==> src/rtl/ex_pkg.sv <==
// ex_pkg: shared encodings for the execute stage (ALU ops, branch conditions, FSM states).
package ex_pkg;

  localparam int PC_STEP_DEF = 4;

  typedef logic [3:0] alu_op_t;
  localparam alu_op_t ALU_ADD  = 4'b0000;
  localparam alu_op_t ALU_SUB  = 4'b1000;
  localparam alu_op_t ALU_SLL  = 4'b0001;
  localparam alu_op_t ALU_SRL  = 4'b0101;
  localparam alu_op_t ALU_SRA  = 4'b1101;
  localparam alu_op_t ALU_SLT  = 4'b0010;
  localparam alu_op_t ALU_SLTU = 4'b0011;
  localparam alu_op_t ALU_XOR  = 4'b0100;
  localparam alu_op_t ALU_OR   = 4'b0110;
  localparam alu_op_t ALU_AND  = 4'b0111;
  localparam alu_op_t ALU_MUL  = 4'b1010;

  typedef logic [2:0] br_cond_t;
  localparam br_cond_t BR_EQ  = 3'b000;
  localparam br_cond_t BR_NE  = 3'b001;
  localparam br_cond_t BR_LT  = 3'b100;
  localparam br_cond_t BR_GE  = 3'b101;
  localparam br_cond_t BR_LTU = 3'b110;
  localparam br_cond_t BR_GEU = 3'b111;

  typedef logic [1:0] state_t;
  localparam logic [1:0] ST_IDLE  = 2'd0;
  localparam logic [1:0] ST_MUL   = 2'd1;
  localparam logic [1:0] ST_VALID = 2'd2;

endpackage

==> src/rtl/ex_stage_if.sv <==
// ex_stage_if: upstream operation handshake plus downstream result handshake of the execute stage.
interface ex_stage_if
  import ex_pkg::*;
#(
  parameter int XLEN = 64
) ();
  logic            in_valid;
  logic            in_ready;
  alu_op_t         alu_op;
  br_cond_t        br_cond;
  logic            branch;
  logic            use_imm;
  logic [XLEN-1:0] rd1;
  logic [XLEN-1:0] rd2;
  logic [XLEN-1:0] imm;
  logic [XLEN-1:0] pc;
  logic            out_valid;
  logic            out_ready;
  logic [XLEN-1:0] alu_result;
  logic [XLEN-1:0] next_pc;
  logic            branch_taken;

  modport master (
    output in_valid, alu_op, br_cond, branch, use_imm, rd1, rd2, imm, pc, out_ready,
    input  in_ready, out_valid, alu_result, next_pc, branch_taken
  );

  modport slave (
    input  in_valid, alu_op, br_cond, branch, use_imm, rd1, rd2, imm, pc, out_ready,
    output in_ready, out_valid, alu_result, next_pc, branch_taken
  );
endinterface

==> src/rtl/ex_alu.sv <==
// ex_alu: combinational XLEN-wide integer ALU; unknown codes (including MUL) produce zero.
module ex_alu
  import ex_pkg::*;
#(
  parameter int XLEN = 64
) (
  input  alu_op_t         op,
  input  logic [XLEN-1:0] a,
  input  logic [XLEN-1:0] b,
  output logic [XLEN-1:0] y
);
  localparam int SHW = $clog2(XLEN);

  logic [SHW-1:0] shamt;
  assign shamt = b[SHW-1:0];

  always_comb begin
    y = '0;
    case (op)
      ALU_ADD:  y = a + b;
      ALU_SUB:  y = a - b;
      ALU_SLL:  y = a << shamt;
      ALU_SRL:  y = a >> shamt;
      ALU_SRA:  y = $unsigned($signed(a) >>> shamt);
      ALU_SLT:  y = {{(XLEN-1){1'b0}}, ($signed(a) < $signed(b))};
      ALU_SLTU: y = {{(XLEN-1){1'b0}}, (a < b)};
      ALU_XOR:  y = a ^ b;
      ALU_OR:   y = a | b;
      ALU_AND:  y = a & b;
      default:  y = '0;
    endcase
  end
endmodule

==> src/rtl/ex_stage.sv <==
// ex_stage: registered execute stage (ALU, branch resolution, next PC) with valid/ready handshakes.
// Defining EX_STAGE_MUL_EN adds an iterative radix-2 shift-add multiplier for op 1010.
module ex_stage
  import ex_pkg::*;
#(
  parameter int XLEN    = 64,
  parameter int PC_STEP = PC_STEP_DEF
) (
  input logic       clk,
  input logic       rst_n,
  ex_stage_if.slave bus
);
  state_t          state;
  logic            accept;
  logic            mul_op;
  logic            cond_true;
  logic            taken;
  logic [XLEN-1:0] op_b;
  logic [XLEN-1:0] alu_y;
  logic [XLEN-1:0] pc_target;
  logic [XLEN-1:0] pc_seq;

  assign bus.in_ready  = (state == ST_IDLE) || ((state == ST_VALID) && bus.out_ready);
  assign bus.out_valid = (state == ST_VALID);
  assign accept        = bus.in_valid && bus.in_ready;

  // Branches always compare and compute on the register pair, never the immediate.
  assign op_b = (bus.use_imm && !bus.branch) ? bus.imm : bus.rd2;

  ex_alu #(.XLEN(XLEN)) u_alu (
    .op (bus.alu_op),
    .a  (bus.rd1),
    .b  (op_b),
    .y  (alu_y)
  );

  always_comb begin
    cond_true = 1'b0;
    case (bus.br_cond)
      BR_EQ:   cond_true = (bus.rd1 == bus.rd2);
      BR_NE:   cond_true = (bus.rd1 != bus.rd2);
      BR_LT:   cond_true = ($signed(bus.rd1) < $signed(bus.rd2));
      BR_GE:   cond_true = ($signed(bus.rd1) >= $signed(bus.rd2));
      BR_LTU:  cond_true = (bus.rd1 < bus.rd2);
      BR_GEU:  cond_true = (bus.rd1 >= bus.rd2);
      default: cond_true = 1'b0;
    endcase
  end

  assign taken     = bus.branch && cond_true;
  assign pc_target = bus.pc + (bus.imm << 1);
  assign pc_seq    = bus.pc + XLEN'(PC_STEP);

`ifdef EX_STAGE_MUL_EN
  localparam int CW = $clog2(XLEN);

  logic [XLEN-1:0] mcand;
  logic [XLEN-1:0] mplier;
  logic [XLEN-1:0] acc;
  logic [XLEN-1:0] acc_next;
  logic [CW-1:0]   mcnt;
  logic            mul_last;

  assign mul_op   = (bus.alu_op == ALU_MUL);
  assign acc_next = acc + (mplier[0] ? mcand : '0);
  assign mul_last = (state == ST_MUL) && (mcnt == CW'(XLEN - 1));

  // One multiplier bit per cycle; XLEN iterations after the accept edge.
  always_ff @(posedge clk or negedge rst_n) begin
    if (!rst_n) begin
      acc  <= '0;
      mcnt <= '0;
    end else if (accept && mul_op) begin
      acc  <= '0;
      mcnt <= '0;
    end else if (state == ST_MUL) begin
      acc  <= acc_next;
      mcnt <= mcnt + CW'(1);
    end
  end

  always_ff @(posedge clk) begin
    if (accept && mul_op) begin
      mcand  <= bus.rd1;
      mplier <= op_b;
    end else if (state == ST_MUL) begin
      mcand  <= mcand << 1;
      mplier <= mplier >> 1;
    end
  end
`else
  assign mul_op = 1'b0;
`endif

  always_ff @(posedge clk or negedge rst_n) begin
    if (!rst_n) begin
      state <= ST_IDLE;
    end else begin
      case (state)
        ST_IDLE, ST_VALID: begin
          if (accept)
            state <= mul_op ? ST_MUL : ST_VALID;
          else if ((state == ST_VALID) && bus.out_ready)
            state <= ST_IDLE;
        end
`ifdef EX_STAGE_MUL_EN
        ST_MUL: if (mul_last) state <= ST_VALID;
`endif
        default: state <= ST_IDLE;
      endcase
    end
  end

  // Output registers: loaded on accept, held otherwise (stall keeps them stable).
  always_ff @(posedge clk or negedge rst_n) begin
    if (!rst_n) begin
      bus.alu_result   <= '0;
      bus.next_pc      <= '0;
      bus.branch_taken <= 1'b0;
    end else if (accept) begin
      bus.alu_result   <= alu_y;
      bus.next_pc      <= taken ? pc_target : pc_seq;
      bus.branch_taken <= taken;
    end
`ifdef EX_STAGE_MUL_EN
    else if (mul_last) begin
      bus.alu_result   <= acc_next;
    end
`endif
  end
endmodule

==> src/flat_wrapper.sv <==
// flat-port wrapper written by rule: the top's interface ports become plain ports
module ex_stage_flat import ex_pkg::*;
#(
  parameter int XLEN    = 64,
  parameter int PC_STEP = PC_STEP_DEF
)
  (clk, rst_n, bus_in_valid, bus_alu_op, bus_br_cond, bus_branch, bus_use_imm, bus_rd1, bus_rd2, bus_imm, bus_pc, bus_out_ready, bus_in_ready, bus_out_valid, bus_alu_result, bus_next_pc, bus_branch_taken);
  ex_stage_if #(.XLEN(XLEN)) bus_i ();
  input logic clk;
  input logic rst_n;
  input wire logic [$bits(bus_i.in_valid)-1:0] bus_in_valid;
  input wire logic [$bits(bus_i.alu_op)-1:0] bus_alu_op;
  input wire logic [$bits(bus_i.br_cond)-1:0] bus_br_cond;
  input wire logic [$bits(bus_i.branch)-1:0] bus_branch;
  input wire logic [$bits(bus_i.use_imm)-1:0] bus_use_imm;
  input wire logic [$bits(bus_i.rd1)-1:0] bus_rd1;
  input wire logic [$bits(bus_i.rd2)-1:0] bus_rd2;
  input wire logic [$bits(bus_i.imm)-1:0] bus_imm;
  input wire logic [$bits(bus_i.pc)-1:0] bus_pc;
  input wire logic [$bits(bus_i.out_ready)-1:0] bus_out_ready;
  output wire logic [$bits(bus_i.in_ready)-1:0] bus_in_ready;
  output wire logic [$bits(bus_i.out_valid)-1:0] bus_out_valid;
  output wire logic [$bits(bus_i.alu_result)-1:0] bus_alu_result;
  output wire logic [$bits(bus_i.next_pc)-1:0] bus_next_pc;
  output wire logic [$bits(bus_i.branch_taken)-1:0] bus_branch_taken;
  assign bus_i.in_valid = bus_in_valid;
  assign bus_i.alu_op = bus_alu_op;
  assign bus_i.br_cond = bus_br_cond;
  assign bus_i.branch = bus_branch;
  assign bus_i.use_imm = bus_use_imm;
  assign bus_i.rd1 = bus_rd1;
  assign bus_i.rd2 = bus_rd2;
  assign bus_i.imm = bus_imm;
  assign bus_i.pc = bus_pc;
  assign bus_i.out_ready = bus_out_ready;
  assign bus_in_ready = bus_i.in_ready;
  assign bus_out_valid = bus_i.out_valid;
  assign bus_alu_result = bus_i.alu_result;
  assign bus_next_pc = bus_i.next_pc;
  assign bus_branch_taken = bus_i.branch_taken;
  ex_stage #(.XLEN(XLEN), .PC_STEP(PC_STEP)) u_core (.clk(clk), .rst_n(rst_n), .bus(bus_i));
endmodule
==> config.mk <==
export PLATFORM = sky130hd
export DESIGN_NAME = ex_stage_flat
export DESIGN_NICKNAME = d
export VERILOG_FILES = /design/src/rtl/ex_pkg.sv /design/src/rtl/ex_stage_if.sv /design/src/rtl/ex_alu.sv /design/src/rtl/ex_stage.sv /design/src/flat_wrapper.sv
export SDC_FILE = /design/constraint.sdc
export NUM_CORES = 2
export LEC_CHECK = 0
export CELL_PAD_IN_SITES_DETAIL_PLACEMENT = 0
export CELL_PAD_IN_SITES_GLOBAL_PLACEMENT = 1
export CORE_MARGIN = 8
export CORE_UTILIZATION = 25
export DETAILED_ROUTE_END_ITERATION = 6
export PLACE_DENSITY_LB_ADDON = 0.1
export SETUP_SLACK_MARGIN = 0.3
export SYNTH_ARGS = -nofsm -noshare
export SYNTH_HDL_FRONTEND = slang
export SYNTH_SLANG_ARGS = --single-unit
==> constraint.sdc <==
create_clock -name clk -period 4.7 [get_ports clk]
set_input_delay 0.94 -clock clk [delete_from_list [all_inputs] [get_ports clk]]
set_output_delay 0.94 -clock clk [all_outputs]
set_load 0.02 [all_outputs]
==> results_slide.txt <==
Implementation Results

Clocking
  • Clk slew on worst S/H paths: 0.09 ns
  • Worst-skew pair later-pin latency: 0.56 ns
  • TritonCTS clock tree: done
  • # resized after CTS: 96
  • Clock sink count: 130

Critical path
  • Startpoint class of the critical path: input port
  • Worst path depth: 15
  • Most frequent CP cell: buf_4
  • Crit-path leading delay family: buffers and inverters
  • Crit Path Category: in -> reg
  • Crit path largest cell delay: 0.59 ns

Logic synthesis
  • Largest logic family: AND-OR/OR-AND gates
  • Area reported by Yosys stat: 33300 um^2
  • Post-synth mux share: approximately 15%
  • Synth Instances: 4665
  • #FFs+latches synth: 130
  • Syn Area/Cell: 7.14 um^2
  • Synthesized area: 33300 um^2
  • Yosys cell count: 4665
  • Cell type with the largest total area: ha_1
  • Post-synth ARST share: 100%
  • Top cell type's share of synthesized area: 11.7%
  • Floorplan Nets: around 5200

Detailed routing
  • Vias post-DR: 44200
  • Metal1 wirelength: 102000 um
  • WL final: 241000 um
  • Drt initial violations: 3915

Finish
  • Logic gate fraction of the total cell area: a little under three fifths
  • Share of cells above drive strength 1: a little under 30%
  • Logic Gate Count: 3910
  • Commonest Layout Cell: buf_4
  • Non-Clock Inverter Count: approximately 300
  • Buffering overhead: a little under a third

STA
  • # setup viols final: 0
  • Setup TNS: 0 ns
  • Hold Fails Final Rpt: 0
  • RSZ-0062 raised after global routing: yes
  • Worst-Margin Slew: 0.894 ns
  • Max-slew headroom: 40.4%
  • Crit path time final: 4.38 ns

Power
  • Total power: 11300 uW
  • Largest vdd supply drop: around 0.36 mV
  • Top power group: combinational logic
  • PwrDens: 218 nW/um^2

Placement
  • Pre-CTS setup slack: -1.18 ns
  • PortBufs: 399

Die
  • Chip area: 145000 um^2
  • Die Span X: 381 um
  • # Taps: 1768

Status
  • Status: completed
[cells in the mapped netlist (21+ instances only)]
cell and count:
a211oi_1 51, a21o_1 144, a21oi_1 444, a221oi_1 40
a22oi_1 46, a31oi_1 80, and2_1 25, and3_1 49
buf_1 35, buf_2 45, clkbuf_1 230, dfrtp_1 130
ha_1 312, inv_1 293, mux2_2 21, mux2i_1 235
mux4_2 109, nand2_1 481, nand2b_1 25, nand3_1 121
nand4_1 70, nor2_1 437, nor2b_1 31, nor3_1 95
nor4_1 40, o211ai_1 74, o21a_1 28, o21ai_0 317
o21bai_1 65, o221ai_1 24, o22ai_1 32, o31ai_1 35
xnor2_1 134, xor2_1 31
[flip-flops by register name (all words and copies together) (netlist names)]
register,cells
u_core.bus.alu_result,64
u_core.bus.next_pc,64
u_core.bus.branch_taken,1
u_core.state,1
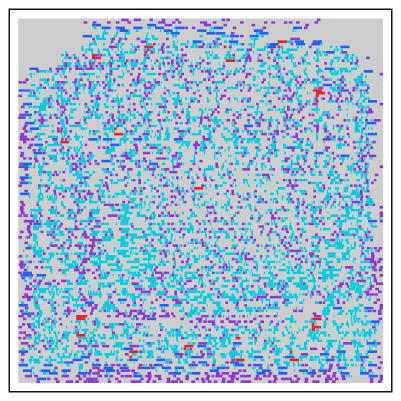
(cells colored by class)
Drawn at 1 px/um. Fill, decap, tap and diode cells in gray.
- clock drivers and dummy loads: red (cells 32; share of their area 1.1%)
- combinational and other logic: cyan (cells 4207; share of their area 60%)
- sequential cells: blue (cells 130; share of their area 6.5%)
- remaining buffers and delay cells: purple (cells 1843; share of their area 32%)
Post-Layout Inst Area: 51900 um^2
utilization after layout: 39.1%
Cell Rows: 134
sequential portion of the cell area: 6.27%

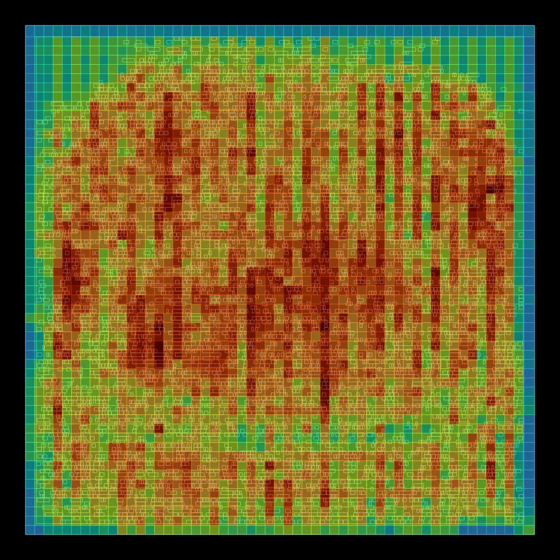
(track usage over the die)
met1 usage: 39.6%
All-Layer GR Usage: 31.6%
grt met2 use: 52.2%
drt wl/cell: 30.2 um
grt peak-use layer: met2

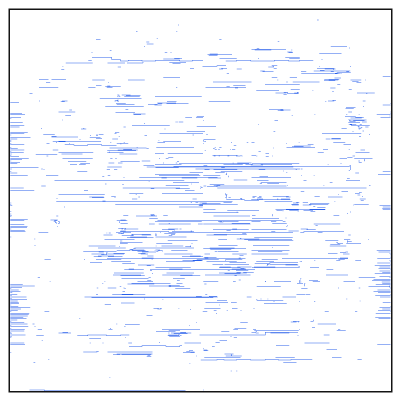
(met3 routing)
Drawn at 1 px/um.
- main direction: horizontal
- wire length on this layer: 12500 um
- nets with wire on the layer: 746
- longest straight run: 176 um
- share of all routed wire: 5.2%

Power is estimated from default activity; no workload was simulated.
